Figure 1. M3 wires (run 1).
The bar under the picture is 50 um long.
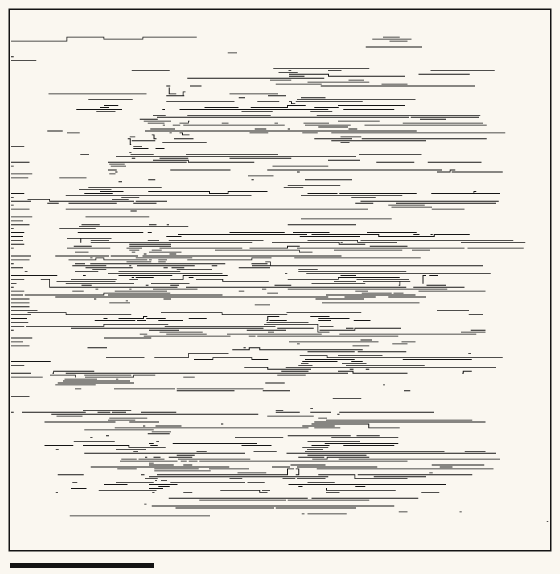
Figure 2. Cell area per tile (run 1).
19 x 19 tiles, from black (low) to pale yellow (high), 0 to 100% covered.
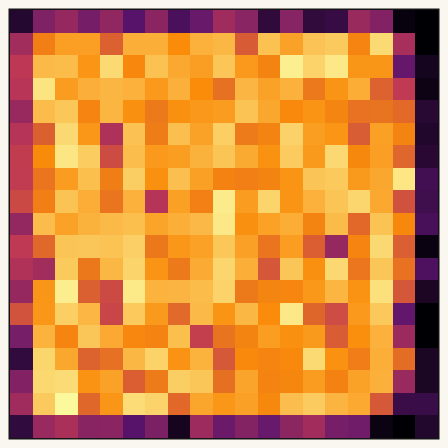
Figure 3. Wires at chosen ports, followed through buffers (run 1).
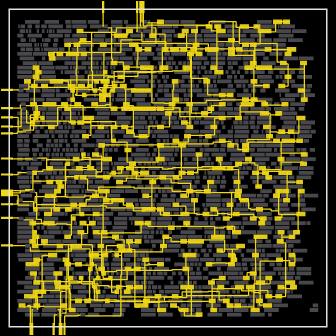
$ cat src/rtl/regfile_16x24.sv
// Sixteen-entry register file for the 24-bit datapath: two combinational read
// ports with write-through bypass, one synchronous write port, R0 tied to zero.
module regfile_16x24 #(
    parameter int DATA_W = 24,
    parameter int ADDR_W = 4
) (
    input  logic              Clock,
    input  logic              Reset,
    input  logic              RegWrite,
    input  logic [ADDR_W-1:0] WriteAddr,
    input  logic [DATA_W-1:0] WriteData,
    input  logic [ADDR_W-1:0] ReadAddr1,
    input  logic [ADDR_W-1:0] ReadAddr2,
    output logic [DATA_W-1:0] ReadData1,
    output logic [DATA_W-1:0] ReadData2,
    output logic [7:0]        WriteCount
);

    localparam int DEPTH = 1 << ADDR_W;

    logic [DATA_W-1:0] regs [DEPTH];
    logic              write_en;

    // Writes aimed at R0 are dropped entirely, including from the write count.
    assign write_en = RegWrite && (WriteAddr != '0);

    // NOTE: the storage array is reset explicitly because the datapath relies on
    // every register reading 0 after reset; non-blocking assignments keep all
    // state updates on this edge consistent with one another.
    always_ff @(posedge Clock or negedge Reset) begin
        if (!Reset) begin
            for (int i = 0; i < DEPTH; i++) begin
                regs[i] <= '0;
            end
            WriteCount <= '0;
        end else if (write_en) begin
            regs[WriteAddr] <= WriteData;
            if (WriteCount != 8'hFF) begin
                WriteCount <= WriteCount + 8'd1;
            end
        end
    end

    // NOTE: each combinational output gets a default first so no latch is inferred.
    always_comb begin
        ReadData1 = '0;
        if (Reset && (ReadAddr1 != '0)) begin
            if (write_en && (WriteAddr == ReadAddr1)) begin
                ReadData1 = WriteData;
            end else begin
                ReadData1 = regs[ReadAddr1];
            end
        end
    end

    always_comb begin
        ReadData2 = '0;
        if (Reset && (ReadAddr2 != '0)) begin
            if (write_en && (WriteAddr == ReadAddr2)) begin
                ReadData2 = WriteData;
            end else begin
                ReadData2 = regs[ReadAddr2];
            end
        end
    end

endmodule

$ cat config.mk
export PLATFORM = sky130hd
export DESIGN_NAME = regfile_16x24
export DESIGN_NICKNAME = d
export VERILOG_FILES = /design/src/rtl/regfile_16x24.sv
export SDC_FILE = /design/constraint.sdc
export NUM_CORES = 1
export LEC_CHECK = 0
export CORE_MARGIN = 4
export CORE_UTILIZATION = 66
export CTS_BUF_LIST = sky130_fd_sc_hd__clkbuf_16
export DETAILED_ROUTE_END_ITERATION = 8
export PLACE_DENSITY_LB_ADDON = 0.08
export SETUP_SLACK_MARGIN = 0.3
export SLEW_MARGIN = 15
export SYNTH_ARGS = -nofsm -noshare
export SYNTH_HDL_FRONTEND = slang
export SYNTH_SLANG_ARGS = --single-unit
$ cat constraint.sdc
create_clock -name Clock -period 4.25 [get_ports Clock]
set_clock_uncertainty 0.1 [all_clocks]
set_input_delay 0.425 -clock Clock [delete_from_list [all_inputs] [get_ports Clock]]
set_output_delay 0.425 -clock Clock [all_outputs]
set_load 0.05 [all_outputs]
==> impl_metrics.json, run 1 <==
{
  "yosys_area_um2": 21400,
  "n_antenna_cell": 0,
  "dp_hpwl_um": 40200,
  "final_antenna_net_count": 0,
  "switchingPower_mw": 3.76,
  "grt_overflow": 0,
  "final_cell_mix": "dfrtp_1, mux2_2, mux2i_1, mux4_2, o22ai_1",
  "cp-end-kind": "primary output",
  "fillers": 1968,
  "topCellsByArea": "dfrtp_1, mux2_2, mux4_2",
  "syn_area_per_cell_um2": 13.4,
  "internal_power_mw": 8.22,
  "status": "finished clean",
  "hold_viol": 0,
  "first_pass_iters": 6,
  "synth-edff-count": 0,
  "drt_first_iter_violations": 1840,
  "async_flop_share": 1.00,
  "syn_nets": 1630,
  "max_stage_delay_ns": 0.87,
  "fin_ws_ns": 0.383,
  "powerClk_mw": 3.43,
  "setup_violations": 0,
  "clockBufferDepth": 3,
  "critPathLaunchType": "primary input",
  "regToRegStartpoint": "WriteCount[2]",
  "pg_comb_mw": 3.31,
  "yosysWarnings": 0,
  "ff_latch_area_um2": 9810
}
Notes on Figure 1 above:
nets with wire on the layer = 345
main direction = horizontal
longest straight run = 105 um
share of all routed wire = 15%
wire length on this layer = 9,100 um
GRT met3 Usage: 0.139
vias: 15,200
drt total wl: 62,500 um

Notes on Figure 2 above:
mean over tiles = 67%
fullest tile = 99%
tiles over 75% full = 53%
share of the core filled with cells: 0.765
core box area: 31,700 um^2
Floorplan Utilization: 0.674

Notes on Figure 3 above:
yellow -> WriteData  # bits 24, direction input, end cells 408, buffers 24, wire 5,890 um
port bufs: 94
IO Pins: 95

[run 1: through the flow]
| stage | total power [mW] | instances | hold WS [ns] |
|---|---|---|---|
| 6_report | 12.0 | 2040 | 0.260 |
| 5_1_grt | 12.5 | 2040 | 0.295 |
| 4_1_cts | 11.9 | 2040 | 0.270 |
| 3_5_place_dp | 8.51 | 1963 | 0.234 |
| 3_3_place_gp | 8.37 | 1963 | 0.233 |
| 2_1_floorplan | 7.29 | 1590 | 0.0294 |
[run 1: timing repair]
item	CTS	global route
hold buffers	1	0
setup buffers	0	0
hold endpoints to repair	39	0
[run 1: Yosys cell counts, types with 4 or more instances]
| master | instances |
|---|---|
| or3b_1 | 4 |
| mux2_4 | 38 |
| a211oi_1 | 48 |
| xnor2_1 | 11 |
| buf_6 | 6 |
| nand3b_1 | 5 |
| buf_2 | 84 |
| o31ai_1 | 48 |
| o22ai_1 | 96 |
| mux4_2 | 96 |
| clkbuf_1 | 88 |
| or3_1 | 5 |
| mux2i_1 | 192 |
| nor2_1 | 11 |
| nand2b_1 | 4 |
| nand3_1 | 50 |
| mux2_1 | 66 |
| a31oi_1 | 46 |
| buf_4 | 12 |
| nand2_1 | 5 |
| dfrtp_1 | 392 |
| mux2_2 | 260 |
[run 1: registers in the layout, summed over array words and instances, names as in the netlist]
register and count:
regs 384, WriteCount 8
[run 1: worst max path at each step]
stage,end,slack [ns],cells past startpoint
finish,ReadData2[23],0.38,6
global route,ReadData2[14],0.35,7
CTS,ReadData2[23],0.50,6
detailed placement,ReadData2[23],0.53,6
global placement,ReadData2[23],0.57,6
floorplan,ReadData2[10],1.35,7
[run 1: layer usage]
layer  up-vias  wire length [um]
li1       6143                 -
met1      7873             25500
met2      1065             26500
met3       135              9100
met4         2              1430
met5         -                43
==> inputs of run 2 (changes only) <==
--- a/config.mk
+++ b/config.mk
@@ -6,7 +6,7 @@
 export NUM_CORES = 1
 export LEC_CHECK = 0
 export CORE_MARGIN = 4
-export CORE_UTILIZATION = 66
+export CORE_UTILIZATION = 40
 export CTS_BUF_LIST = sky130_fd_sc_hd__clkbuf_16
 export DETAILED_ROUTE_END_ITERATION = 8
 export PLACE_DENSITY_LB_ADDON = 0.08
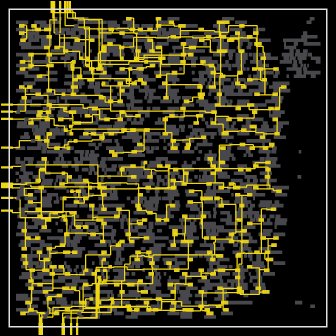
Figure 4: run 2, wires at chosen ports, followed through buffers.

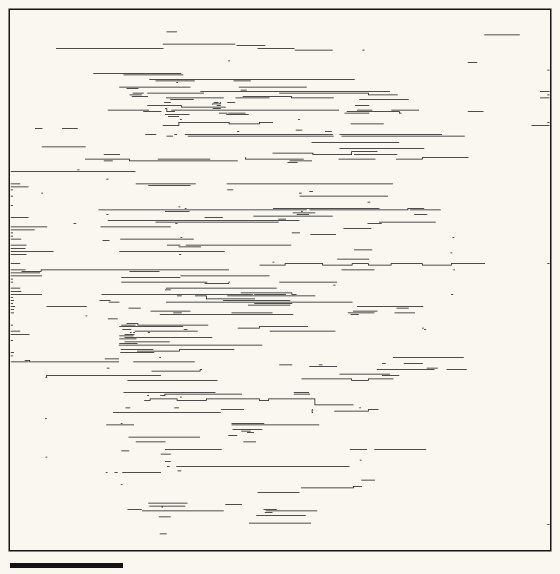
Figure 5: run 2, M3 wires.
The bar under the picture is 50 um long.
share of all routed wire = 7.3%
nets with wire on the layer = 192
main direction = horizontal
wire length on this layer = 5,190 um
longest straight run = 92.0 um
vias: 14,700
drt total wl: 71,400 um
GRT met3 Usage: 0.0577

==> run 2 against run 1 <==
  * Power grew 2.0%
  * Combinational power hardly changed
  * Sequential cell count is the same
  * Core utilization shrank 29 points
  * Count of clock-buffer cells in the layout is 6 higher
  * Wire length is 14% higher
  * Critical path depth increased by 2
  * Worst setup slack improved by 0.063 ns
==> impl_metrics.json, run 2 <==
{
  "topCellsByArea": "dfrtp_1, mux2_2, mux4_2",
  "synth-edff-count": 0,
  "final_antenna_net_count": 0,
  "cp-end-kind": "primary output",
  "async_flop_share": 1.00,
  "first_pass_iters": 7,
  "power_mw": 12.2,
  "grt_overflow": 0,
  "fin_ws_ns": 0.446,
  "hold_buffers": 1,
  "yosys_area_um2": 21400,
  "regToRegStartpoint": "WriteCount[2]",
  "max_stage_delay_ns": 0.72,
  "status": "finished clean",
  "yosysWarnings": 0,
  "hold_viol": 0,
  "core_area_um2": 52800,
  "largest_reg_flops": 384,
  "postCtsSetupBuffers": 0,
  "fillers": 4743,
  "regMostFlops": "regs"
}
-- run 2: cell count changes in the layout (fill, tap and decap cells not counted), moves of 2 or more --
cell | previous run | this run
inv_1 | 16 | 7
clkbuf_16 | 43 | 49
clkinv_1 | 12 | 17
clkinv_2 | 2 | 7
nor2_4 | 0 | 9
diode_2 | 0 | 2
buf_4 | 63 | 74
inv_6 | 2 | 0
nor2_2 | 9 | 0
-- run 2: layer usage --
| layer | global-route usage | part of all wire | vias to the layer above |
|---|---|---|---|
| met5 | 0 | 0 | - |
| met4 | 0.0542 | 0.021 | 0 |
| met3 | 0.0577 | 0.073 | 100 |
| met2 | 0.376 | 0.44 | 549 |
| met1 | 0.377 | 0.46 | 7862 |
| li1 | - | - | 6180 |
-- run 2: metrics by stage --
step	cells	utilization	area, um^2
final	2345	0.472	24900
after global routing	2343	0.472	24900
after CTS	2343	0.472	24900
after detailed placement	2261	0.445	23500
after global placement	2261	0.445	23500
after floorplan	1590	-	21400
-- run 2: report_power, final --
group	total (mW)	leakage, nW	switching [mW]	internal [mW]
Sequential	5.21	4.85	0.636	4.57
Clock	3.74	0.704	1.62	2.12
Combinational	3.28	4.95	1.57	1.71
Total	12.2	10.5	3.82	8.40
-- run 2: worst reg2reg max path: cells and delay by family (launching register included) --
kind	cells	cell delay, ns
mux	1	0.35
flops	1	0.43
simple gates	1	0.28
compound gates	1	0.31
-- run 2: layout make-up --
cell class / instances / area [um^2] / share of cell area
tap: 688 / 861 / 0.0346
antenna: 2 / 5.00 / 0.000201
sequential: 392 / 9810 / 0.394
timing repair buffer: 174 / 2100 / 0.0843
clock inverter: 32 / 159 / 0.00638
inverter: 1 / 3.75 / 0.000151
multi-input combinational: 1007 / 10700 / 0.431
clock buffer: 49 / 1230 / 0.0493
==> inputs of run 3 (changes only) <==
--- a/config.mk
+++ b/config.mk
@@ -11,6 +11,7 @@
 export DETAILED_ROUTE_END_ITERATION = 8
 export PLACE_DENSITY_LB_ADDON = 0.08
 export SETUP_SLACK_MARGIN = 0.3
+export SKIP_LAST_GASP = 1
 export SLEW_MARGIN = 15
 export SYNTH_ARGS = -nofsm -noshare
 export SYNTH_HDL_FRONTEND = slang
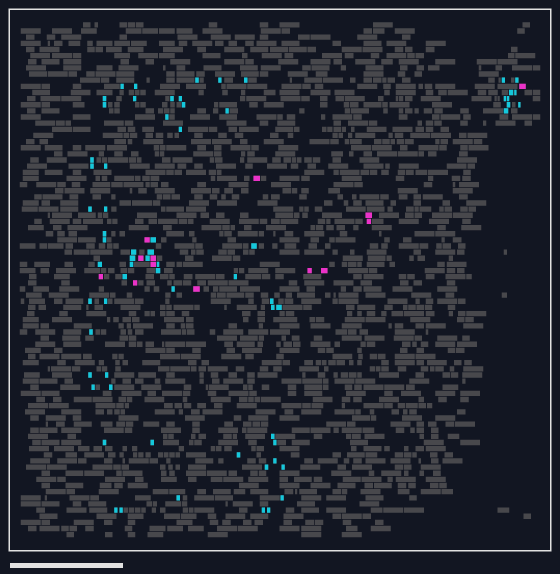
Figure 6: run 3, selected gate families.
The bar under the picture is 50 um long.
magenta -> and/or cells  # cells 13
cyan -> nand cells  # cells 67, where widely spread
multi-input combinational area share: 0.431
final cell count without fillers: 2,345
most common cell after layout, fill and taps aside: dfrtp_1

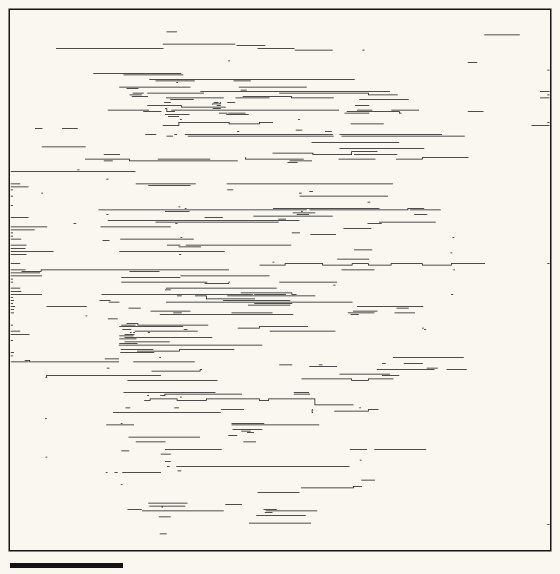
Figure 7: run 3, M3 wires.
The bar under the picture is 50 um long.
nets with wire on the layer = 192
share of all routed wire = 7.3%
longest straight run = 92.0 um
main direction = horizontal
wire length on this layer = 5,190 um

==> run 3 against run 2 <==
  * Via count unchanged
  * Critical path type unchanged
  * Core utilization unchanged
  * Design area stayed put
  * Register-to-register slack about the same
  * Sequential cell count is the same
  * Power did not move
  * Final cell count stayed put
==> impl_metrics.json, run 3 <==
{
  "status": "finished clean",
  "power.leakage_nw": 10.5,
  "final_area_um2": 24900,
  "drc": 0,
  "place_area_um2": 23500,
  "cp-end-kind": "primary output",
  "reg_top3": "regs (384), WriteCount (8)",
  "postCtsSetupBuffers": 0,
  "whs_ns": 0.252,
  "largest_reg_flops": 384,
  "yosys_area_um2": 21400,
  "power_mw": 12.2,
  "hold_viol": 0,
  "core_area_um2": 52800,
  "vias": 14700,
  "yosysWarnings": 0,
  "topCellsByArea": "dfrtp_1, mux2_2, mux4_2",
  "switching_share": 0.313,
  "syn_nets": 1630,
  "dp_hpwl_um": 45800,
  "pg_comb_mw": 3.28,
  "critPathLaunchType": "primary input",
  "async_flop_share": 1.00,
  "p_seq_mw": 5.21,
  "fp_util": 0.405,
  "top_power_group": "sequential cells",
  "final_cell_mix": "dfrtp_1, mux2_2, mux2i_1, mux4_2, o22ai_1",
  "place_inst": 2261,
  "syn_area_per_cell_um2": 13.4,
  "pwr-share-seq": 0.426,
  "synth_dominant_cell_count": "dfrtp_1",
  "setup_violations": 0,
  "cts.sinks": 392,
  "clockBufferDepth": 3,
  "share_comb_of_total_power": 0.268,
  "first_pass_iters": 7,
  "drt_first_iter_violations": 1303,
  "grt_overflow": 0,
  "io_pins": 95,
  "internal_power_mw": 8.40,
  "top_cells_by_count": "dfrtp_1, mux2_2, mux2i_1",
  "p_clk_frac": 0.306,
  "wirelength_um": 71400,
  "port_buffers": 94,
  "powerClk_mw": 3.74,
  "regToRegStartpoint": "WriteCount[2]",
  "regMostFlops": "regs"
}
## run 3: cell counts after synthesis
No cell type changed its count.
## run 3: per-stage QoR
stage	setup slack, ns	utilization
finish	0.446	0.472
global route	0.438	0.472
CTS	0.649	0.472
detailed placement	0.654	0.445
global placement	0.603	0.445
floorplan	1.35	-
## run 3: path summary, 6_finish.rpt
| path | end | cells after the start |
|---|---|---|
| worst max register to register | WriteCount[1] | 3 |
| worst min register to register | regs[367] | 0 |
| min in group Clock | regs[367] | 0 |
| worst max-delay path | ReadData1[21] | 8 |
| worst min-delay path | regs[271] | 2 |
| max in group asynchronous | regs[188] | 4 |
## run 3: layout make-up
type                    count  area (um^2)
repair buffers            174         2100
multi-input cells        1007        10700
well taps                 688          861
flip-flops and latches    392         9810
clock inverters            32          159
fillers                  4743        27900
clock buffers              49         1230
inverters                   1         3.75
diodes                      2         5.00
## run 3: timing repair
action,4_1_cts,5_1_grt
hold buffers,1,0
hold endpoints to repair,46,0
endpoints found under the setup margin,0,0
## run 3: logic make-up after synthesis
logic type,Yosys count,synth area share
multiplexers,652,0.390
flip-flops,392,0.459
AND-OR/OR-AND,244,0.0782
buffers and inverters,191,0.0427
AND/OR/NAND/NOR,96,0.0244
XOR/XNOR,14,0.00574
adder cells (fa/ha/maj),1,0.000585
## run 3: layer usage
metal / GRT usage / part of all wire / vias to the layer above
met4: 0.0542 / 0.021 / 0
met2: 0.376 / 0.44 / 549
met1: 0.377 / 0.46 / 7862
met5: 0 / 0 / -
li1: - / - / 6180
met3: 0.0577 / 0.073 / 100
## run 3: critical path: stages
cell	delay, ns
clkdlybuf4s50_1	0.72
buf_4	0.25
nand3b_1	0.14
buf_4	0.34
o22ai_1	0.15
a211oi_1	0.64
a31oi_1	0.34
buf_12	0.24

## Gallery

Cell placement.
Plate I
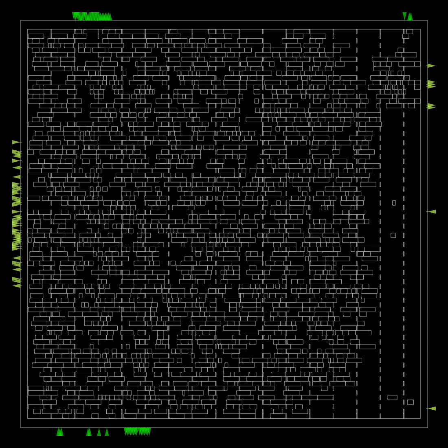
Plate II
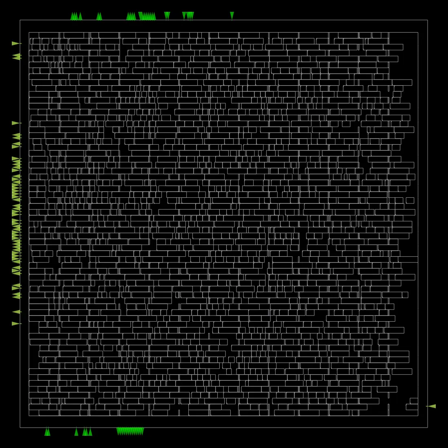
| picture | from |
|---|---|
| Plate I | run 2 |
| Plate II | run 1 |
The one with the highest utilization is Plate II.

Power figures rest on the tool's default switching activity, not on a simulated workload.
